--- config.mk ---
export PLATFORM = sky130hd
export DESIGN_NAME = sym_round_ctrl
export DESIGN_NICKNAME = d
export VERILOG_FILES = /design/src/rtl/sym_round_ctrl.sv
export SDC_FILE = /design/constraint.sdc
export NUM_CORES = 1
export LEC_CHECK = 0
export ABC_AREA = 1
export CAP_MARGIN = 20
export CORE_MARGIN = 2
export CORE_UTILIZATION = 45
export DETAILED_ROUTE_END_ITERATION = 7
export GPL_TIMING_DRIVEN = 0
export PLACE_DENSITY = 0.69
export SLEW_MARGIN = 20
export SYNTH_ARGS = -nofsm -noshare
export SYNTH_HDL_FRONTEND = slang
export SYNTH_SLANG_ARGS = --single-unit
--- constraint.sdc ---
create_clock -name clk_i -period 2 [get_ports clk_i]
set_clock_uncertainty 0.2 [all_clocks]
set_input_delay 0.5 -clock clk_i [delete_from_list [all_inputs] [get_ports clk_i]]
set_output_delay 0.5 -clock clk_i [all_outputs]
set_load 0.02 [all_outputs]
--- src/rtl/sym_round_ctrl.sv ---
// Round sequencer: picks a target, presents NUM_SYMS LFSR symbols paced by Tick, counts target hits, grades the answer.
// Start->first SymValid 2 cycles, AnswerValid->Done 1 cycle; no backpressure, WAIT_ANS stalls indefinitely for the answer.
module sym_round_ctrl #(
    parameter int         NUM_SYMS   = 16,
    parameter int         HOLD_TICKS = 4,
    parameter logic [7:0] SEED       = 8'hA5
) (
    input  logic       clk_i,
    input  logic       reset_i,
    input  logic       start_i,
    input  logic       tick_i,
    input  logic       answer_valid_i,
    input  logic [4:0] answer_i,
    output logic [3:0] target_index_o,
    output logic [3:0] sym_index_o,
    output logic       sym_valid_o,
    output logic       busy_o,
    output logic [4:0] target_count_o,
    output logic       done_o,
    output logic       correct_o
);

    typedef enum logic [2:0] {
        IDLE,
        LOAD,
        SHOW,
        WAIT_ANS,
        RESULT
    } state_t;

    localparam logic [7:0] HOLD_LAST  = 8'(HOLD_TICKS - 1);
    localparam logic [4:0] SHOWN_LAST = 5'(NUM_SYMS - 1);

    state_t     state_q, state_d;
    logic [7:0] lfsr_q, lfsr_d;
    logic [3:0] target_q, target_d;
    logic [3:0] sym_q, sym_d;
    logic [4:0] count_q, count_d;
    logic [7:0] hold_q, hold_d;
    logic [4:0] shown_q, shown_d;
    logic       correct_q, correct_d;
    logic [3:0] rnd;

    assign rnd = lfsr_q[3:0];

    always_ff @(posedge clk_i) begin
        if (reset_i) begin
            state_q   <= IDLE;
            lfsr_q    <= SEED;
            target_q  <= 4'd0;
            sym_q     <= 4'd0;
            count_q   <= 5'd0;
            hold_q    <= 8'd0;
            shown_q   <= 5'd0;
            correct_q <= 1'b0;
        end else begin
            state_q   <= state_d;
            lfsr_q    <= lfsr_d;
            target_q  <= target_d;
            sym_q     <= sym_d;
            count_q   <= count_d;
            hold_q    <= hold_d;
            shown_q   <= shown_d;
            correct_q <= correct_d;
        end
    end

    always_comb begin
        state_d   = state_q;
        // x^8+x^6+x^5+x^4+1, free-running in every state
        lfsr_d    = {lfsr_q[6:0], lfsr_q[7] ^ lfsr_q[5] ^ lfsr_q[4] ^ lfsr_q[3]};
        target_d  = target_q;
        sym_d     = sym_q;
        count_d   = count_q;
        hold_d    = hold_q;
        shown_d   = shown_q;
        correct_d = correct_q;

        case (state_q)
            IDLE: begin
                if (start_i) begin
                    target_d  = rnd;
                    count_d   = 5'd0;
                    shown_d   = 5'd0;
                    correct_d = 1'b0;
                    state_d   = LOAD;
                end
            end
            LOAD: begin
                sym_d  = rnd;
                hold_d = 8'd0;
                if (rnd == target_q) begin
                    count_d = count_q + 5'd1;
                end
                state_d = SHOW;
            end
            SHOW: begin
                if (tick_i) begin
                    if (hold_q == HOLD_LAST) begin
                        if (shown_q == SHOWN_LAST) begin
                            state_d = WAIT_ANS;
                        end else begin
                            shown_d = shown_q + 5'd1;
                            state_d = LOAD;
                        end
                    end else begin
                        hold_d = hold_q + 8'd1;
                    end
                end
            end
            WAIT_ANS: begin
                if (answer_valid_i) begin
                    correct_d = (answer_i == count_q);
                    state_d   = RESULT;
                end
            end
            RESULT: begin
                state_d = IDLE;
            end
            default: begin
                state_d = IDLE;
            end
        endcase
    end

    assign target_index_o = target_q;
    assign sym_index_o    = sym_q;
    assign sym_valid_o    = (state_q == SHOW);
    assign busy_o         = (state_q != IDLE);
    assign target_count_o = count_q;
    assign done_o         = (state_q == RESULT);
    assign correct_o      = correct_q;

endmodule
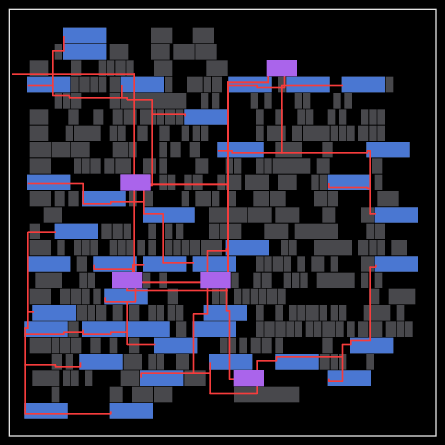
(routed clock nets over the placement)
Scale: 6 px per µm.
clock wires -> red  # length 558 µm
cells driving clock nets -> purple  # count 5
flip-flops -> blue  # count 38
routed clock nets = 6
flops lie = spread over the die

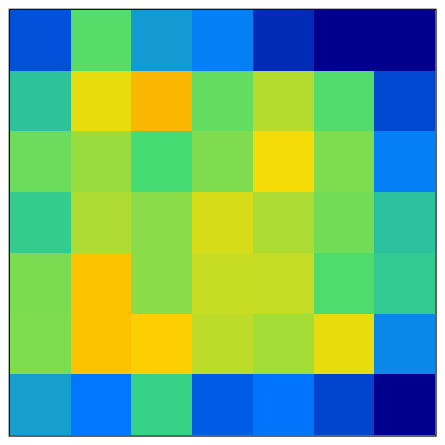
(placement density heat map)
Scale: 6 px per µm. The die is cut into 7 by 7 equal tiles; dark blue is low, red is high, 0 to 100% covered.
mean over tiles = 48%
emptiest ninth of the die = upper right
nearly empty tiles = 6.1%
core footprint: 4320 µm²
fin util: 0.573
floorplan utilization: 0.466

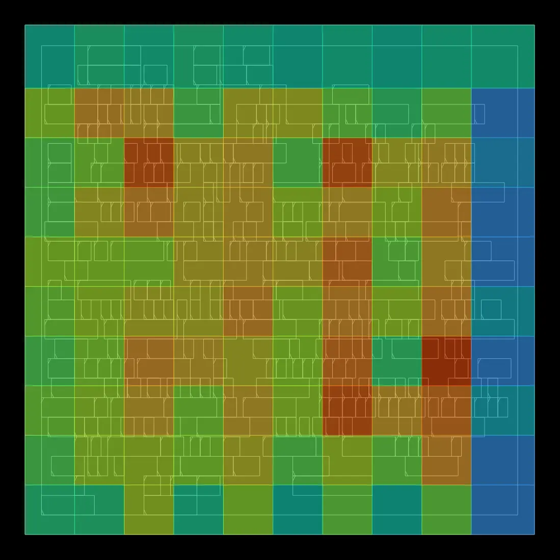
(routing congestion)
average wire per standard cell: 11.6 µm
GR Layer Usage met3: 0.0527
GRT Util Overall: 0.188
met1 GRT Util: 0.252
GRT busiest layer: met2

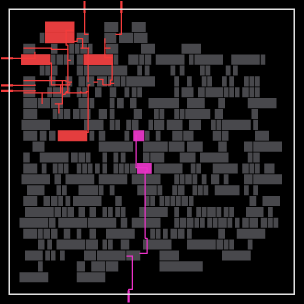
(nets reached from selected ports)
Scale: 4 px per µm.
target_count_o -> red  # direction output, edge 3 left, 2 top, end cells 5, buffers 5, wire 166 µm
start_i -> magenta  # direction input, edge bottom, end cells 2, buffers 1, wire 46.4 µm

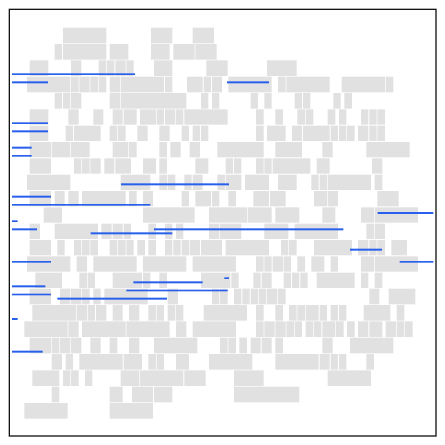
(met3 routing)
Scale: 6 px per µm. Cells faint in the background.
nets with wire on the layer = 22
share of all routed wire = 5.4%
Routed Wire Length: 4340 µm
vias: 1867

==> results.cfg <==
; generated from flow reports
[logic_synthesis]
synthCells = 288
edf_count = 0
adder_share = 0.0249
syn_area_um2 = 2010
yosys-stat-area_um2 = 2010
common_cells = nand2_1, nor2_1, dfxtp_1
synth_seq_share = 0.378
yosysTopAreaCellShare = 0.378
ys_seq_elements = 38
xor_share = 0.0218
yosys_most_used_dff = dfxtp_1
top_cells_by_area = dfxtp_1, nand2_1, nor2_1
ys_types = 31
synth_warnings = 0

[setup_path]
required_ns = 1.30
start_kind = flip-flop
end_kind = primary output
crit_arrival_ns = 1.26
critPathTopFamily = buffers and inverters
cp_num_cells = 1
reg2reg_from = shown_q[0]
critPathKind = flip-flop to primary output

[drt]
routed-wl-met3_um = 234
drc_errors = 0
dr.pass1.iters = 4

[die]
tap_cells = 52
dieArea_um2 = 5020

[clock_tree]
cts-buffers-inserted = 5
cts_sinks = 38
root_buffer = clkbuf_8
htreeDepth = 2
post-cts-setup-buffers = 0
cts_resized = 18
clk_pin_slew_worst_paths_ns = 0.08
clock_path_buffers = 2

[cells_and_area]
nClkBuffers = 5
sh_comb_area = 0.437
logic_area_um2 = 1080
seq_share = 0.309
fin_cells = 374
nMultiInputCombCells = 208
buffers_excl_clock = 32
layout_top_cell = nand2_1
stdcell_area_um2 = 2480

[final_timing]
rsz0062_at_grt = false
hold_slack_ns = 0.229
finalCriticalPeriod_ns = 1.96
slew_violations = 0
fin_tns_setup_ns = 0
finalHoldViolCount = 0
fin_crit_sh = 0.978
slew-limit-headroom = 0.633

[placed_design]
routabilityCongestion = 0.791
dpl.hpwl_um = 3050
post-place-cells = 366

[power]
pwr-share-clk = 0.228
p_comb_mw = 1.62
clock_power_uw = 797
p_int_mw = 2.05
top_power_group = combinational logic
p_sw_frac = 0.415

[worst_hold_path]
holdPathStages = 1
hp-start = lfsr_q[6]

[global_routing]
grt_max_degree = 14

[flow_run]
max_cap_violations = 0

[run_status]
status = completed
No activity file was given, so power comes from the tool's default toggle rates.
